**Run 1: clock routing**

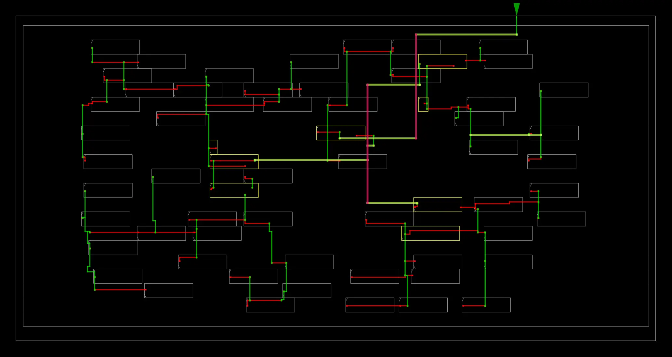
**Run 1: cell area per tile**

Scale: 3 px per um. 12 x 6 tiles, from black (low) to pale yellow (high), 0 to 100% covered.
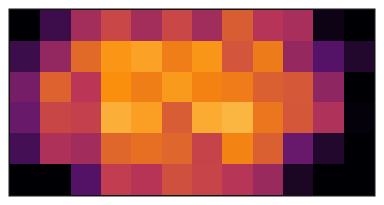
**Run 1: clock network drawn from the DEF**

Scale: 6 px per um.
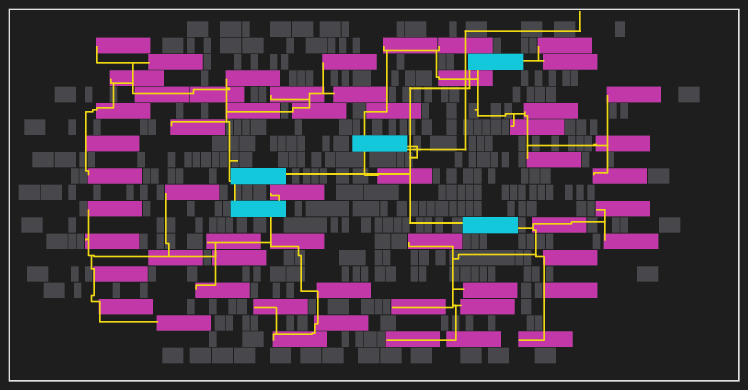
`src/rtl/bk_operand_recover_if.sv`:
```
// Request/response bundle for the digit-serial operand recovery block.
// The producer of operands is the master; the recovery block is the slave.
interface bk_operand_recover_if #(
    parameter int WIDTH = 12
);
    logic             in_valid;
    logic             in_ready;
    logic [WIDTH:0]   in_sum;
    logic [WIDTH-1:0] in_a;
    logic             out_valid;
    logic             out_ready;
    logic [WIDTH-1:0] out_b;
    logic             out_err;

    modport master (
        output in_valid, in_sum, in_a, out_ready,
        input  in_ready, out_valid, out_b, out_err
    );

    modport slave (
        input  in_valid, in_sum, in_a, out_ready,
        output in_ready, out_valid, out_b, out_err
    );
endinterface

```
`src/rtl/bk_operand_recover.sv`:
```
// Digit-serial subtractor recovering B = SUM - A from an adder result,
// flagging SUM/A pairs that no WIDTH-bit B could have produced.
module bk_operand_recover #(
    parameter int WIDTH = 12,
    parameter int DIGIT = 2
) (
    input  logic               clk,
    input  logic               rst_n,
    bk_operand_recover_if.slave bus
);
    localparam int N     = WIDTH / DIGIT;
    localparam int CNT_W = (N > 1) ? $clog2(N) : 1;

    localparam logic [1:0] S_IDLE = 2'd0;
    localparam logic [1:0] S_RUN  = 2'd1;
    localparam logic [1:0] S_DONE = 2'd2;

    localparam logic [CNT_W-1:0] CNT_LAST = CNT_W'(N - 1);

    generate
        if (WIDTH % DIGIT != 0) begin : g_bad_digit
            $error("bk_operand_recover: WIDTH must be a multiple of DIGIT");
        end
    endgenerate

    logic [1:0]       state_q, state_d;
    logic [WIDTH:0]   sum_q, sum_d;
    logic [WIDTH-1:0] a_q, a_d;
    logic [WIDTH-1:0] res_q, res_d;
    logic [WIDTH-1:0] out_b_q, out_b_d;
    logic             out_err_q, out_err_d;
    logic             borrow_q, borrow_d;
    logic [CNT_W-1:0] cnt_q, cnt_d;

    logic [DIGIT-1:0] sum_digit;
    logic [DIGIT-1:0] a_digit;
    logic [DIGIT:0]   diff;

    always_comb begin
        sum_digit = sum_q[cnt_q*DIGIT +: DIGIT];
        a_digit   = a_q[cnt_q*DIGIT +: DIGIT];
        // One extra bit wide so the top bit of diff is the outgoing borrow.
        diff      = {1'b0, sum_digit} - {1'b0, a_digit} - {{DIGIT{1'b0}}, borrow_q};

        state_d   = state_q;
        sum_d     = sum_q;
        a_d       = a_q;
        res_d     = res_q;
        out_b_d   = out_b_q;
        out_err_d = out_err_q;
        borrow_d  = borrow_q;
        cnt_d     = cnt_q;

        case (state_q)
            S_IDLE: begin
                if (bus.in_valid) begin
                    state_d  = S_RUN;
                    sum_d    = bus.in_sum;
                    a_d      = bus.in_a;
                    borrow_d = 1'b0;
                    cnt_d    = '0;
                end
            end
            S_RUN: begin
                res_d[cnt_q*DIGIT +: DIGIT] = diff[DIGIT-1:0];
                borrow_d = diff[DIGIT];
                cnt_d    = cnt_q + 1'b1;
                if (cnt_q == CNT_LAST) begin
                    // Result is published only on completion so out_b never shows a partial value.
                    state_d   = S_DONE;
                    out_b_d   = res_d;
                    out_err_d = sum_q[WIDTH] ^ diff[DIGIT];
                end
            end
            S_DONE: begin
                if (bus.out_ready) begin
                    state_d = S_IDLE;
                end
            end
            default: begin
                state_d = S_IDLE;
            end
        endcase
    end

    always_ff @(posedge clk or negedge rst_n) begin
        if (!rst_n) begin
            state_q   <= S_IDLE;
            sum_q     <= '0;
            a_q       <= '0;
            res_q     <= '0;
            out_b_q   <= '0;
            out_err_q <= 1'b0;
            borrow_q  <= 1'b0;
            cnt_q     <= '0;
        end else begin
            state_q   <= state_d;
            sum_q     <= sum_d;
            a_q       <= a_d;
            res_q     <= res_d;
            out_b_q   <= out_b_d;
            out_err_q <= out_err_d;
            borrow_q  <= borrow_d;
            cnt_q     <= cnt_d;
        end
    end

    assign bus.in_ready  = (state_q == S_IDLE);
    assign bus.out_valid = (state_q == S_DONE);
    assign bus.out_b     = out_b_q;
    assign bus.out_err   = out_err_q;
endmodule

```
`src/flat_wrapper.sv`:
```
// flat-port wrapper written by rule: the top's interface ports become plain ports
module bk_operand_recover_flat 
#(
    parameter int WIDTH = 12,
    parameter int DIGIT = 2
)
  (clk, rst_n, bus_in_valid, bus_in_sum, bus_in_a, bus_out_ready, bus_in_ready, bus_out_valid, bus_out_b, bus_out_err);
  bk_operand_recover_if #(.WIDTH(WIDTH)) bus_i ();
  input  logic clk;
  input  logic rst_n;
  input wire logic [$bits(bus_i.in_valid)-1:0] bus_in_valid;
  input wire logic [$bits(bus_i.in_sum)-1:0] bus_in_sum;
  input wire logic [$bits(bus_i.in_a)-1:0] bus_in_a;
  input wire logic [$bits(bus_i.out_ready)-1:0] bus_out_ready;
  output wire logic [$bits(bus_i.in_ready)-1:0] bus_in_ready;
  output wire logic [$bits(bus_i.out_valid)-1:0] bus_out_valid;
  output wire logic [$bits(bus_i.out_b)-1:0] bus_out_b;
  output wire logic [$bits(bus_i.out_err)-1:0] bus_out_err;
  assign bus_i.in_valid = bus_in_valid;
  assign bus_i.in_sum = bus_in_sum;
  assign bus_i.in_a = bus_in_a;
  assign bus_i.out_ready = bus_out_ready;
  assign bus_in_ready = bus_i.in_ready;
  assign bus_out_valid = bus_i.out_valid;
  assign bus_out_b = bus_i.out_b;
  assign bus_out_err = bus_i.out_err;
  bk_operand_recover #(.WIDTH(WIDTH), .DIGIT(DIGIT)) u_core (.clk(clk), .rst_n(rst_n), .bus(bus_i));
endmodule
```
`config.mk`:
```
export PLATFORM = sky130hd
export DESIGN_NAME = bk_operand_recover_flat
export DESIGN_NICKNAME = d
export VERILOG_FILES = /design/src/rtl/bk_operand_recover_if.sv /design/src/rtl/bk_operand_recover.sv /design/src/flat_wrapper.sv
export SDC_FILE = /design/constraint.sdc
export NUM_CORES = 1
export LEC_CHECK = 0
export ABC_AREA = 1
export CAP_MARGIN = 20
export CORE_ASPECT_RATIO = 0.5
export CORE_MARGIN = 1
export CORE_UTILIZATION = 40
export CTS_CLUSTER_DIAMETER = 40
export DETAILED_ROUTE_END_ITERATION = 10
export PLACE_DENSITY = 0.73
export SKIP_CTS_REPAIR_TIMING = 1
export SYNTH_ARGS = -nofsm -noshare
export SYNTH_HDL_FRONTEND = slang
export SYNTH_SLANG_ARGS = --single-unit
```
`constraint.sdc`:
```
create_clock -name clk -period 3.4 [get_ports clk]
set_input_delay 0.68 -clock clk [delete_from_list [all_inputs] [get_ports clk]]
set_output_delay 0.68 -clock clk [all_outputs]
set_load 0.05 [all_outputs]
```
==> ci_impl_report.md, run 1 <==
## Implementation flow summary

| Metric | Value |
|---|---|
| Status | `finished, final reports clean` |
| Area of the core | `6780 um^2` |
| Simple logic cell fraction of the synthesized area | `35.9%` |
| Static leakage | `0.00184 uW` |
| Post-synthesis share of cell area spent on xor and xnor gates | `0.615%` |
| Average size of a mapped cell | `7.62 um^2` |
| Worst Tran Pin Value | `0.500 ns` |
| Wire length of the first global-routing pass | `10.0 mm` |
| Synthesized net count | `411` |
| Count of fill cells added during filler insertion | `649` |
| Antenna fix cells | `0` |
| Final standard cell utilization of the core | `51.8%` |
| Clk pwr share | `15.5%` |
| Count of endpoints failing hold in the final timing report | `0` |
| Peak supply drop | `0.379 mV` |
| Die outline area | `7480 um^2` |
| CP peak stage delay | `0.48 ns` |
| Proportion of synthesized chip area in sequential cells | `49.2%` |
| Count of inverters other than clock inverters in the layout | `33` |
| Flop share of the area | `39.9%` |
| Count of tool warnings | `30` |
| Antenna violation net count after detailed routing | `0` |
| CP Buf/Inv Count | `2` |
| Met3 Wirelength | `234 um` |
| Proportion of layout cells with a drive suffix above 1 | `5.50%` |
| Via count | `2390` |
| Largest Pwr Group | `combinational logic` |
| Type of destination of the critical path | `flop` |
| Crit path DAT | `2.95 ns` |
| Endpoint of the worst register-to-register path | `u_core.res_q[9]$_DFFE_PN0P_` |
| Switching Fraction | `46.2%` |
| Iteration-0 DRC Markers | `136` |
| Place WS | `0.690 ns` |
| Total clock network power | `572 uW` |
| Fraction of power consumed by combinational cells | `53.2%` |
| Count of final setup violators | `0` |
| Number of buffers between clock root and the deepest sink | `2` |
| Die W | `121 um` |
| Comb area leader | `simple AND/OR/NAND/NOR gates` |
| Synthesized area | `2850 um^2` |
| Post-layout nets | `454` |
| Cell row count | `21` |
| Arithmetic-cell share of the synthesized area counting full adders, half adders and majority gates | `4.04%` |
| Worst hold path class | `in -> async` |
| M1 wire length | `3.01 mm` |
| Count of non-filler cells in the finished layout | `510` |
| # port buffers | `43` |
| Sequential power | `1160 uW` |
| Total wire length | `5.94 mm` |
| GR Util met2 | `29.2%` |
| Total global-route track usage | `17.3%` |
| Max Slew Vio Count | `0` |
| # clock sinks | `56` |
| Cell depth of the worst setup path | `13` |
| Global routing usage on met3 | `3.52%` |
| Final instance area | `3510 um^2` |
| Clock latency reported for the late side of the worst-skew pair | `0.29 ns` |
| Top routing layer used | `met4` |
| Remaining Overflow, GRT | `0` |
Notes on 'clock routing' above:
number of flip-flops and latches: 56
total clock buffers created by CTS: 5
setup clock skew after layout: 0.00521 ns

Notes on 'cell area per tile' above:
- densest ninth of the die: middle
- nearly empty tiles: 13%
- mean over tiles: 45%
- tiles over 75% full: 13%

Notes on 'clock network drawn from the DEF' above:
- cyan: cells driving clock nets (count 5)
- yellow: clock wires (length 640 um)
- magenta: flip-flops (count 56)
- routed clock nets: 6

## run 1: state kept, by name, indices dropped and copies added (netlist names)
signal              flops
u_core.a_q             12
u_core.borrow_q         1
u_core.bus.out_b       12
u_core.bus.out_err      1
u_core.cnt_q            3
u_core.res_q           12
u_core.state_q          2
u_core.sum_q           13
## run 1: Yosys cell counts
library cell               instances  area (um^2)
sky130_fd_sc_hd__a21oi_1           1         5.00
sky130_fd_sc_hd__buf_2             4         20.0
sky130_fd_sc_hd__buf_4             5         37.5
sky130_fd_sc_hd__buf_6             1         11.3
sky130_fd_sc_hd__clkbuf_1          1         3.75
sky130_fd_sc_hd__dfrtp_1          56         1400
sky130_fd_sc_hd__fa_1              2         40.0
sky130_fd_sc_hd__ha_1              6         75.1
sky130_fd_sc_hd__inv_1            29          109
sky130_fd_sc_hd__inv_2             4         15.0
sky130_fd_sc_hd__nand2_1         181          679
sky130_fd_sc_hd__nand2_2           3         18.8
sky130_fd_sc_hd__nand3_1          40          200
sky130_fd_sc_hd__nand3b_1          2         15.0
sky130_fd_sc_hd__nand4_1           2         12.5
sky130_fd_sc_hd__nor2_1           14         52.6
sky130_fd_sc_hd__nor2_2            1         6.26
sky130_fd_sc_hd__nor3_1            2         10.0
sky130_fd_sc_hd__nor3_4            1         16.3
sky130_fd_sc_hd__o211ai_1          3         22.5
sky130_fd_sc_hd__o21a_1            1         7.51
sky130_fd_sc_hd__o21ai_0           8         40.0
sky130_fd_sc_hd__o22ai_1           2         12.5
sky130_fd_sc_hd__o31ai_1           1         7.51
sky130_fd_sc_hd__or2_2             2         12.5
sky130_fd_sc_hd__xnor2_1           1         8.76
sky130_fd_sc_hd__xor2_1            1         8.76
**Run 1: a small window of the routed layout**

Region (48, 18) to (73, 43) um. Cells in gray, sequential cells in the stronger gray; small squares are vias.
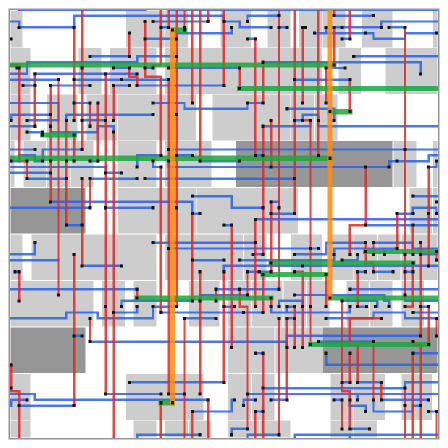

==> run 1 -> run 2 <==
PLACE_DENSITY = 0.76   (was 0.73)
clock period = 2.5 ns   (was 3.4 ns; I/O delays follow)
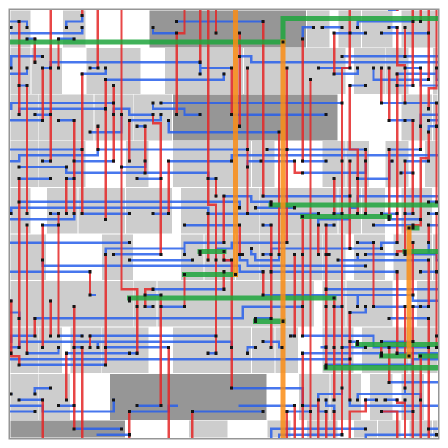
**Above:** run 2 (a small window of the routed layout).
Region (48, 18) to (73, 43) um. Cells in gray, sequential cells in the stronger gray; small squares are vias.
- orange: met4
- red: met2
- green: met3
- blue: met1
- cells with their middle in the window: 67
- sequential cells in the window: 3
- most frequent: nand2_1 (16), nand3_1 (11)

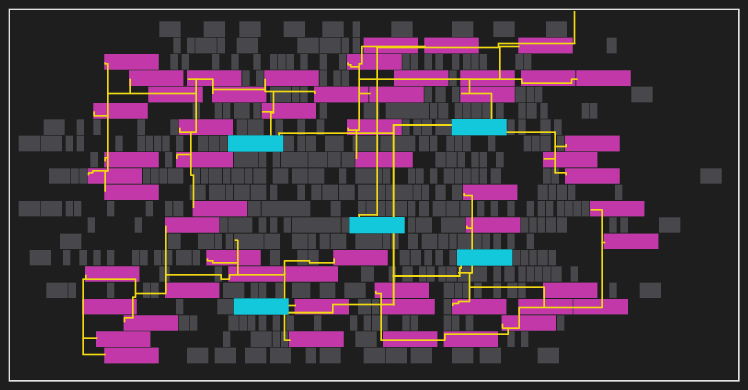
**Above:** run 2 (clock network drawn from the DEF).
Scale: 6 px per um.
- yellow: clock wires (length 649 um)
- magenta: flip-flops (count 56)
- cyan: cells driving clock nets (count 5)
- routed clock nets: 6
- flops lie: widely spread

==> ci_impl_report.md, run 2 <==
## Implementation flow summary

| Metric | Value |
|---|---|
| Top area cells in the synthesized netlist | `sky130_fd_sc_hd__dfrtp_1 49%, sky130_fd_sc_hd__nand2_1 24%, sky130_fd_sc_hd__nand3_1 7.0%` |
| Top cell area share | `49.2% (unchanged)` |
| Global routing usage on met3 | `4.35% (+0.83 points)` |
| Cell depth of the worst setup path | `14 (+1)` |
| Wire length of the first global-routing pass | `10.4 mm (+3.4%)` |
| Final instance area | `3670 um^2 (+4.5%)` |
| Dominant cell by count in the synthesized netlist | `sky130_fd_sc_hd__nand2_1` |
| Most used flip-flop cell after synthesis | `sky130_fd_sc_hd__dfrtp_1` |
| Async set-or-reset flop fraction in the synthesized netlist | `100% (unchanged)` |
| Count of final setup violators | `0 (unchanged)` |
| Worst Tran Pin Value | `0.570 ns (+0.0696 ns)` |
| Status | `finished, final reports clean` |
| Clock latency reported for the late side of the worst-skew pair | `0.29 ns (about the same)` |
| Switching Fraction | `46.2% (about the same)` |
| Proportion of synthesized chip area in sequential cells | `49.2% (unchanged)` |
| Synthesized net count | `411 (unchanged)` |
| Average size of a mapped cell | `7.62 um^2 (unchanged)` |
| # clock sinks | `56 (unchanged)` |
| Total clock buffers created by CTS | `5 (unchanged)` |
| Worst hold path class | `in -> async` |
| Via count | `2499 (+4.6%)` |
| Most common library cells after synthesis | `181 x sky130_fd_sc_hd__nand2_1, 56 x sky130_fd_sc_hd__dfrtp_1, 40 x sky130_fd_sc_hd__nand3_1` |
| CP peak stage delay | `0.47 ns (about the same)` |
| Total global-route track usage | `18.2% (+0.92 points)` |
| Post-layout nets | `469 (+3.3%)` |
| Antenna violation net count after detailed routing | `0 (unchanged)` |
| Static leakage | `0.00191 uW (+4.1%)` |
| Post-synth EDFFs | `0 (unchanged)` |
| Setup clock skew after layout | `0.00374 ns (-0.00147 ns)` |
| Antenna fix cells | `0 (unchanged)` |
| Cell row count | `21 (unchanged)` |
| Fmax | `416 MHz` |
| Fraction of power consumed by combinational cells | `57.6% (+4.4 points)` |
| Count of endpoints failing hold in the final timing report | `0 (unchanged)` |
| Place WS | `0.0243 ns (-0.665 ns)` |
| # port buffers | `43 (unchanged)` |
| Sequential cell fraction of total power | `29.0%` |
| GR Util met2 | `30.3% (+1.1 points)` |
| CP Buf/Inv Count | `3 (+1)` |
| Crit path DAT | `2.58 ns (-0.37 ns)` |
| Proportion of layout cells with a drive suffix above 1 | `11.1% (+5.6 points)` |
| Maximum capacitance violations | `0` |
| Total wire length | `6.36 mm (+7.2%)` |
| Synthesized area | `2850 um^2 (unchanged)` |
| Largest register by flop count | `u_core.sum_q` |
| Die outline area | `7480 um^2 (unchanged)` |
| Die W | `121 um (unchanged)` |
| Iteration-0 DRC Markers | `107 (-21%)` |
| Max Slew Vio Count | `0 (unchanged)` |
| Buffer cell driving the clock tree root | `sky130_fd_sc_hd__clkbuf_16` |
| Count of tool warnings | `30 (unchanged)` |
| Type of destination of the critical path | `flop` |
| Endpoint of the worst register-to-register path | `u_core.res_q[3]$_DFFE_PN0P_` |
| Clk pwr share | `13.3% (-2.2 points)` |
| Peak supply drop | `0.599 mV (+58%)` |
| Largest register FFs | `13 (unchanged)` |
| Busiest layer in global routing | `met2` |
| Remaining Overflow, GRT | `0 (unchanged)` |
| Area of the core | `6780 um^2 (unchanged)` |
[run 2: netlist changes by cell type in the layout (fill, tap and decap cells not counted), sizes merged]
cell	delta
buf	+15
clkbuf	+1
clkinv	-1
bufinv	-1
[run 2: through the flow]
stage	hold WS, ns	cells	TNS (ns)	util, %
after floorplan	0.204	374	0	-
after global placement	0.463	513	0	50.8
after detailed placement	0.466	513	0	50.8
after CTS	0.222	520	0	53.0
after global routing	0.232	524	-0.0362	54.1
final	0.197	524	0	54.1
[run 2: cell type report]
cell class / instances / area [um^2]
repair buffers: 62 / 584
multi-input cells: 274 / 1280
flip-flops and latches: 56 / 1400
clock buffers: 7 / 153
inverters: 33 / 131
fillers: 631 / 3110
well taps: 92 / 115
[run 2: power by group through the flow]
stage	registers, uW	clock network [uW]	logic, uW
after floorplan	1810	0	1770
after global placement	1570	0	2790
after detailed placement	1580	0	2840
after CTS	1570	731	2850
after global routing	1610	777	3480
final	1570	720	3110
[run 2: kinds of logic after synthesis]
| logic type | after synthesis | share of synthesized area (%) |
|---|---|---|
| adders and majority gates | 8 | 4.04 |
| DFF | 56 | 49.2 |
| AOI/OAI and AO/OA | 16 | 3.34 |
| and+or+nand+nor | 248 | 35.9 |
| buffers and inverters | 44 | 6.89 |
| xor gates and xnor gates | 2 | 0.615 |
[run 2: per-layer routing]
layer | vias to the layer above | part of all wire [%]
li1 | 1279 | -
met5 | - | 0
met4 | 0 | 0.99
met2 | 46 | 47
met3 | 8 | 4.2
met1 | 1166 | 48
**Run 2: cell classes on the final placement**

Scale: 4 px per um. Fill, decap, tap and diode cells in gray.
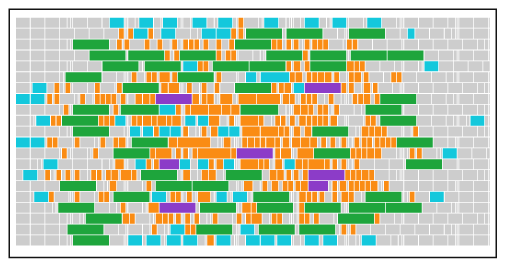

==> run 2 -> run 3 <==
PLACE_DENSITY = 0.73   (was 0.76)
clock period = 2.88 ns   (was 2.5 ns; I/O delays follow)
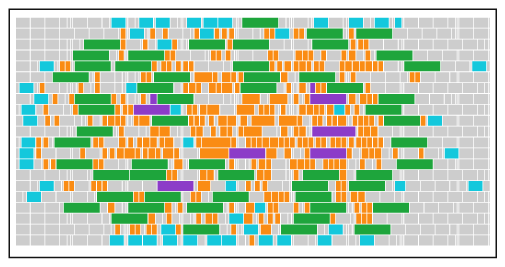
**Above:** run 3 (cell classes on the final placement).
Scale: 4 px per um. Fill, decap, tap and diode cells in gray.
- green: flip-flops (cells 56; share of their area 41%)
- cyan: other buffers and delay cells (cells 50; share of their area 14%)
- purple: clock drivers and dummy loads (cells 8; share of their area 4.8%)
- orange: all other logic (cells 307; share of their area 40%)

==> ci_impl_report.md, run 3 <==
## Implementation flow summary

| Metric | Value |
|---|---|
| Most common library cell in the layout ignoring fill and taps | `sky130_fd_sc_hd__nand2_1` |
| Sequential cell fraction of total power | `31.0% (+2.0 points)` |
| Via count | `2393 (-4.2%)` |
| CP peak stage delay | `0.54 ns (+0.07 ns)` |
| Cell with the most instances on the worst path | `sky130_fd_sc_hd__nand2_1` |
| Area of the core | `6780 um^2 (unchanged)` |
| Antenna violation net count after detailed routing | `0 (unchanged)` |
| Clock tree from TritonCTS | `done` |
| Proportion of layout cells with a drive suffix above 1 | `6.18% (-4.9 points)` |
| Worst hold path class | `in -> async` |
| Peak supply drop | `0.442 mV (-26%)` |
| Most used flip-flop cell after synthesis | `sky130_fd_sc_hd__dfrtp_1` |
| Post-synth EDFFs | `0 (unchanged)` |
| Proportion of synthesized chip area in sequential cells | `49.2% (unchanged)` |
| Count of endpoints failing hold in the final timing report | `0 (unchanged)` |
| Synthesized area | `2850 um^2 (unchanged)` |
| Crit path DAT | `2.81 ns (+0.23 ns)` |
| Async set-or-reset flop fraction in the synthesized netlist | `100% (unchanged)` |
| Number of buffers between clock root and the deepest sink | `2` |
| Cell taking the most area after synthesis | `sky130_fd_sc_hd__dfrtp_1` |
| Post-layout nets | `457 (-2.6%)` |
| Die Span Y | `61.7 um` |
| Placed cell count | `505 (-1.6%)` |
| Max Slew Vio Count | `0 (unchanged)` |
| Most common library cells after synthesis | `181 x sky130_fd_sc_hd__nand2_1, 56 x sky130_fd_sc_hd__dfrtp_1, 40 x sky130_fd_sc_hd__nand3_1` |
| Final standard cell utilization of the core | `52.1% (-2.0 points)` |
| Wire length of the first global-routing pass | `10.2 mm (-1.5%)` |
| Fmax | `388 MHz (-6.8%)` |
| Cell row count | `21 (unchanged)` |
| Status | `finished, final reports clean` |
| Total clock buffers created by CTS | `5 (unchanged)` |
| Setup TNS | `0 ns (unchanged)` |
| Synth-to-layout area growth | `24.0%` |
| Maximum capacitance violations | `0 (unchanged)` |
| Total global-route track usage | `17.7% (-0.54 points)` |
| Clock latency reported for the late side of the worst-skew pair | `0.29 ns (about the same)` |
| Top area cells in the synthesized netlist | `sky130_fd_sc_hd__dfrtp_1 49%, sky130_fd_sc_hd__nand2_1 24%, sky130_fd_sc_hd__nand3_1 7.0%` |
| CP Buf/Inv Count | `2 (-1)` |
| Endpoint of the worst register-to-register path | `u_core.bus.out_b[9]$_DFFE_PN0P_` |
| Launch point of the worst reg-to-reg path | `u_core.cnt_q[0]$_DFFE_PN0P_` |
| Total wire length | `5.87 mm (-7.7%)` |
| Largest register FFs | `13 (unchanged)` |
| Worst Tran Pin Value | `0.517 ns (-0.0529 ns)` |
| Remaining Overflow, GRT | `0 (unchanged)` |
| Die outline area | `7480 um^2 (unchanged)` |
| Buffer cell driving the clock tree root | `sky130_fd_sc_hd__clkbuf_16` |
| Power Internal | `2370 uW` |
| Clk pwr share | `15.3% (+2.0 points)` |
| Final weighted congestion in routability-driven placement | `0.845` |
| Dominant cell by count in the synthesized netlist | `sky130_fd_sc_hd__nand2_1` |
| # port buffers | `43 (unchanged)` |
| Average size of a mapped cell | `7.62 um^2 (unchanged)` |
| Largest net degree at the start of global routing | `29` |
| Top cell area share | `49.2% (unchanged)` |
| Count of tool warnings | `30 (unchanged)` |
| Synthesized net count | `411 (unchanged)` |
| Fraction of power consumed by combinational cells | `53.7% (-3.9 points)` |
| Highest-count cells in the layout ignoring fill and taps | `181 x sky130_fd_sc_hd__nand2_1, 56 x sky130_fd_sc_hd__dfrtp_1, 42 x sky130_fd_sc_hd__clkdlybuf4s50_1, 40 x sky130_fd_sc_hd__nand3_1, 29 x sky130_fd_sc_hd__inv_1` |
| Die W | `121 um (unchanged)` |
| Iteration-0 DRC Markers | `118 (+10%)` |
| Count of final setup violators | `0 (unchanged)` |
| Largest register by flop count | `u_core.sum_q` |
| Static leakage | `0.00185 uW (-3.1%)` |
| Type of destination of the critical path | `flop` |
| Switching Fraction | `45.9% (-0.29 points)` |
| Count of non-filler cells in the finished layout | `513 (-2.1%)` |
| Cell depth of the worst setup path | `14 (unchanged)` |
| Minimum clock period after layout | `2.58 ns` |
| Antenna fix cells | `0 (unchanged)` |
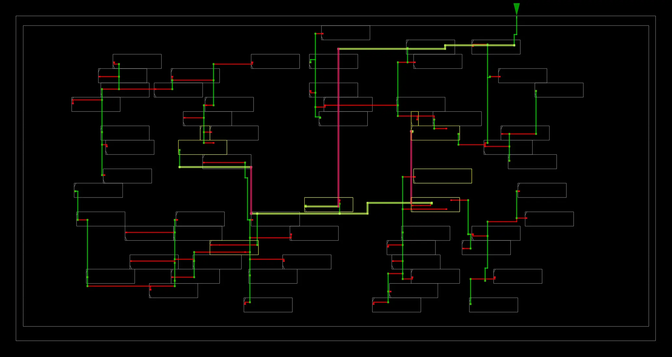
**Above:** run 3 (clock routing).
# clock sinks: 56
total clock network power: 671 uW
# clk buffers: 6
setup clock skew after layout: 0.00662 ns

## run 3: cell counts after synthesis
No cell type changed its count.
## run 3: stage by stage
step	cell area, um^2	setup slack, ns	total power [uW]	hold slack, ns
detailed placement	3370	0.343	3720	0.464
global route	3530	0.0347	4800	0.293
floorplan	2850	0.483	3110	0.280
global placement	3370	0.388	3690	0.462
CTS	3530	0.311	4400	0.273
finish	3530	0.304	4380	0.251
## run 3: area by class of cell
class	instances	area, um^2
clock buffers	6	129
clock inverters	2	35.0
fillers	648	3250
inverters	33	124
multi-input cells	274	1250
flip-flops and latches	56	1400
well taps	92	115
repair buffers	50	478
## run 3: worst register-to-register path: cells and delay by family (launching register included)
family                   cells  cell delay, ns
AND-OR/OR-AND                1            0.09
AND/OR/NAND/NOR              9            1.02
adder cells (fa/ha/maj)      2            0.69
buffers and inverters        2            0.26
flip-flops                   1            0.45
## run 3: cells by family (layout without fill, tap and decap cells)
logic type               Yosys count  count (layout)  share of synthesized area, %
buffers and inverters             44              91                          6.89
XOR/XNOR                           2               2                         0.615
adder cells (fa/ha/maj)            8               8                          4.04
flip-flops                        56              56                          49.2
AND-OR/OR-AND                     16              16                          3.34
AND/OR/NAND/NOR                  248             248                          35.9
## run 3: metal layers
metal | wire, um | global-route usage (%) | vias to the layer above
met5 | 0 | 0 | -
met4 | 65 | 4.76 | 0
met3 | 254 | 3.43 | 8
met2 | 2560 | 28.9 | 43
met1 | 3000 | 24.5 | 1090
li1 | - | - | 1252
## run 3: power groups by stage
stage / sequential, uW / clock [uW] / combinational [uW]
after detailed placement: 1370 / 0 / 2350
after global routing: 1410 / 708 / 2680
final: 1360 / 671 / 2350
after floorplan: 1570 / 0 / 1530
after global placement: 1370 / 0 / 2320
after CTS: 1360 / 683 / 2360
No activity file was given, so power comes from the tool's default toggle rates.
